`config.mk`:
```
export PLATFORM = sky130hd
export DESIGN_NAME = mmcu_sched
export DESIGN_NICKNAME = d
export VERILOG_FILES = /design/src/rtl/mmcu_sched.sv
export SDC_FILE = /design/constraint.sdc
export NUM_CORES = 1
export LEC_CHECK = 0
export CORE_ASPECT_RATIO = 0.9
export CORE_MARGIN = 2
export CORE_UTILIZATION = 50
export CTS_BUF_LIST = sky130_fd_sc_hd__clkbuf_8
export DETAILED_ROUTE_END_ITERATION = 8
export PLACE_DENSITY_LB_ADDON = 0.12
export SYNTH_ARGS = -nofsm -noshare
export SYNTH_HDL_FRONTEND = slang
export SYNTH_SLANG_ARGS = --single-unit
```
`constraint.sdc`:
```
create_clock -name clk -period 4 [get_ports clk]
set_input_delay 0.8 -clock clk [delete_from_list [all_inputs] [get_ports clk]]
set_output_delay 0.8 -clock clk [all_outputs]
set_load 0.005 [all_outputs]
```
`src/rtl/mmcu_sched.sv`:
```
// Issue sequencer for the 64-unit metric array: configuration, credit-based
// symbol issue, and the tag line that aligns valid/last/bps with array outputs.
module mmcu_sched #(
    parameter int WORDLENGTH = 18,
    parameter int FLEN_W     = 16,
    parameter int MCU_LAT    = 1,
    parameter int DS_DEPTH   = 4
) (
    input  logic                  clk,
    input  logic                  rst_n,
    input  logic                  cfg_valid,
    input  logic [2:0]            cfg_mode,
    input  logic [FLEN_W-1:0]     cfg_frame_len,
    output logic                  cfg_ready,
    output logic                  cfg_err,
    input  logic                  s_valid,
    output logic                  s_ready,
    input  logic [WORDLENGTH-1:0] s_u_re,
    input  logic [WORDLENGTH-1:0] s_u_im,
    input  logic [WORDLENGTH-1:0] s_h,
    output logic [2:0]            mmcu_mode,
    output logic [WORDLENGTH-1:0] mmcu_u_re,
    output logic [WORDLENGTH-1:0] mmcu_u_im,
    output logic [WORDLENGTH-1:0] mmcu_h,
    output logic                  metric_valid,
    output logic                  metric_last,
    output logic [2:0]            metric_bps,
    input  logic                  ds_pop,
    output logic                  busy,
    output logic                  frame_done
);

    localparam int CRED_W = 4;

    typedef enum logic [1:0] {IDLE, RUN, DRAIN} state_t;

    state_t                  state_q, state_d;
    logic [2:0]              mode_q, mode_d;
    logic [FLEN_W-1:0]       flen_q, flen_d;
    logic [FLEN_W-1:0]       sym_cnt_q, sym_cnt_d;
    logic [CRED_W-1:0]       cred_q, cred_d;
    logic [WORDLENGTH-1:0]   u_re_q, u_re_d;
    logic [WORDLENGTH-1:0]   u_im_q, u_im_d;
    logic [WORDLENGTH-1:0]   h_q, h_d;
    logic                    cfg_err_q, cfg_err_d;
    logic [MCU_LAT:0]        tag_vld_q, tag_vld_d;
    logic [MCU_LAT:0]        tag_last_q, tag_last_d;
    logic [MCU_LAT:0][2:0]   tag_bps_q, tag_bps_d;

    logic issue;
    logic cfg_ok;
    logic is_last;

    assign s_ready      = (state_q == RUN) && (cred_q != '0) && (sym_cnt_q < flen_q);
    assign issue        = s_valid && s_ready;
    assign cfg_ok       = (cfg_mode >= 3'd1) && (cfg_mode <= 3'd5) && (cfg_frame_len != '0);
    assign is_last      = (sym_cnt_q == flen_q - FLEN_W'(1));

    assign cfg_ready    = (state_q == IDLE);
    assign busy         = (state_q != IDLE);
    assign cfg_err      = cfg_err_q;
    assign mmcu_mode    = mode_q;
    assign mmcu_u_re    = u_re_q;
    assign mmcu_u_im    = u_im_q;
    assign mmcu_h       = h_q;
    assign metric_valid = tag_vld_q[MCU_LAT];
    assign metric_last  = tag_last_q[MCU_LAT];
    assign metric_bps   = tag_bps_q[MCU_LAT];
    assign frame_done   = tag_vld_q[MCU_LAT] && tag_last_q[MCU_LAT];

    always_comb begin
        state_d   = state_q;
        mode_d    = mode_q;
        flen_d    = flen_q;
        sym_cnt_d = sym_cnt_q;
        cfg_err_d = 1'b0;
        u_re_d    = u_re_q;
        u_im_d    = u_im_q;
        h_d       = h_q;

        case (state_q)
            IDLE: begin
                if (cfg_valid) begin
                    if (cfg_ok) begin
                        mode_d    = cfg_mode;
                        flen_d    = cfg_frame_len;
                        sym_cnt_d = '0;
                        state_d   = RUN;
                    end else begin
                        cfg_err_d = 1'b1;
                    end
                end
            end
            RUN: begin
                if (issue) begin
                    u_re_d    = s_u_re;
                    u_im_d    = s_u_im;
                    h_d       = s_h;
                    sym_cnt_d = sym_cnt_q + FLEN_W'(1);
                    if (is_last) state_d = DRAIN;
                end
            end
            DRAIN: begin
                if (frame_done) state_d = IDLE;
            end
            default: state_d = IDLE;
        endcase
    end

    // A pop while the buffer is already fully credited is a no-op.
    always_comb begin
        cred_d = cred_q;
        if (issue && !ds_pop)
            cred_d = cred_q - CRED_W'(1);
        else if (ds_pop && !issue && (cred_q < CRED_W'(DS_DEPTH)))
            cred_d = cred_q + CRED_W'(1);
    end

    always_comb begin
        tag_vld_d     = tag_vld_q;
        tag_last_d    = tag_last_q;
        tag_bps_d     = tag_bps_q;
        tag_vld_d[0]  = issue;
        tag_last_d[0] = issue && is_last;
        tag_bps_d[0]  = issue ? (mode_q + 3'd1) : 3'd0;
        for (int i = 1; i <= MCU_LAT; i++) begin
            tag_vld_d[i]  = tag_vld_q[i-1];
            tag_last_d[i] = tag_last_q[i-1];
            tag_bps_d[i]  = tag_bps_q[i-1];
        end
    end

    always_ff @(posedge clk or negedge rst_n) begin
        if (!rst_n) begin
            state_q    <= IDLE;
            mode_q     <= 3'd1;
            flen_q     <= '0;
            sym_cnt_q  <= '0;
            cred_q     <= CRED_W'(DS_DEPTH);
            u_re_q     <= '0;
            u_im_q     <= '0;
            h_q        <= '0;
            cfg_err_q  <= 1'b0;
            tag_vld_q  <= '0;
            tag_last_q <= '0;
            tag_bps_q  <= '0;
        end else begin
            state_q    <= state_d;
            mode_q     <= mode_d;
            flen_q     <= flen_d;
            sym_cnt_q  <= sym_cnt_d;
            cred_q     <= cred_d;
            u_re_q     <= u_re_d;
            u_im_q     <= u_im_d;
            h_q        <= h_d;
            cfg_err_q  <= cfg_err_d;
            tag_vld_q  <= tag_vld_d;
            tag_last_q <= tag_last_d;
            tag_bps_q  <= tag_bps_d;
        end
    end

endmodule

```
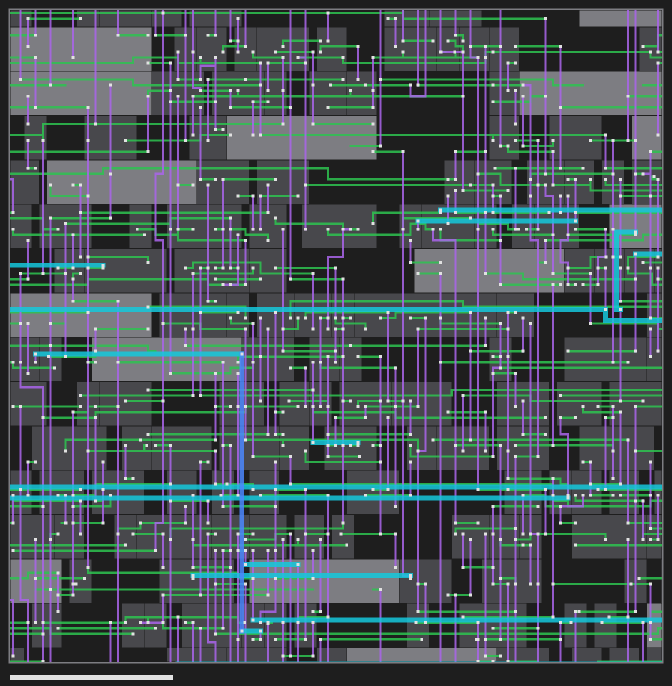
(a small window of the routed layout)
The bar under the picture is 10 um long. Region (35, 10) to (75, 50) um. Cells in gray, sequential cells in the stronger gray; small squares are vias.
purple -> M2
cyan -> M3
green -> M1
blue -> M4
netlist names of flops here include = sym_cnt_q (5), flen_q (4)
cells with their middle in the window = 130
sequential cells in the window = 9
most frequent = xnor2_1 (15), nand2_1 (12), nor2_1 (11)

==> out/results.ini <==
[outcome]
status=complete, no violations

[pwr]
p_int_uw=3190
totalPowerFinal_uw=4840
cellPowerDensity_nw_per_um2=702

[clock_tree]
cts_buffer_depth=2
clock_latency_ps=380
cts.sinks=106
clkSlewWorstSetupHoldPaths_ps=100
cts_setup_buffers=0
numCtsBuffers=9
post_cts_resized=0
cts.htree.levels=3
postCtsHoldBufs=0

[route]
drt_wl_total_um=12300
drt-vias-per-instance=5.38
highest_layer=met4
drtIter0Drc=258
met3_length_um=853
ant_nets=0
dr.pass1.iters=4

[timing]
setup_tns_ps=0
setup_viol=0
period_minus_slack_ps=3320
tightest_slew_ps=1100
holdWs_ps=358
slew_headroom_pct=26.8
hold_viol=0
finClkSkew_ps=9.84
period_used_pct=83.0

[synthesis]
yosysTopAreaCell=dfrtp_1
syn-cell-area_sq_um=5120
ys_sh_aoi_pct=7.42
simple_gate_share_pct=13.0
ys_top_logic_family=simple AND/OR/NAND/NOR gates
synth-xor-area-share_pct=5.81
muxShareOfSynthArea_pct=12.6

[floorplan]
fp-utilization_pct=50.6
dieHeight_um=100
die_x_um=111

[critical_path]
crit_start=sym_cnt_q[15]
r2r_cells=14
critPathTopFamily=AND-OR/OR-AND gates
reg2reg_to=cred_q[3]
cp_cell_sequence=ha_1, a2111oi_1, o211ai_1, a311o_1, buf_4, inv_2, nand2_2, inv_1, ha_1, a21o_1, a21oi_1, nand2_1, mux2i_1, o21ai_0
worst-r2r-setup-slack_ps=680
crit_end=cred_q[3]
crit_arrival_ps=3590

[finish]
fin_nets=697
antenna_cells=0
inv_count=26
buf_share_pct=21.4
nMultiInputCombCells=305
area_delta_synth_final_pct=34.5
dominant_cells=registers
fillers=764
drive_above_1_share_pct=15.0
lay_top_count=clkdlybuf4s50_1

[run]
warnings=26

[placement]
post-place-ws_ps=621
numPortBuffers=144

[worst_hold_path]
hold_path_class=reg -> reg
hold-path-cell-count=0

[grt]
grt_usage_pct=23.1
grt_util_met3_pct=6.76

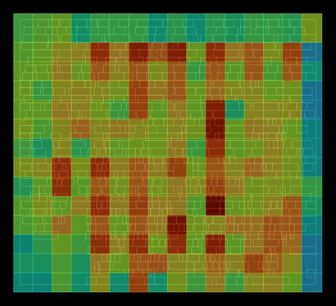
(track usage over the die)
GRT Max-Usage Layer: met2
met2 usage: 39.3%
final core occ: 68.1%

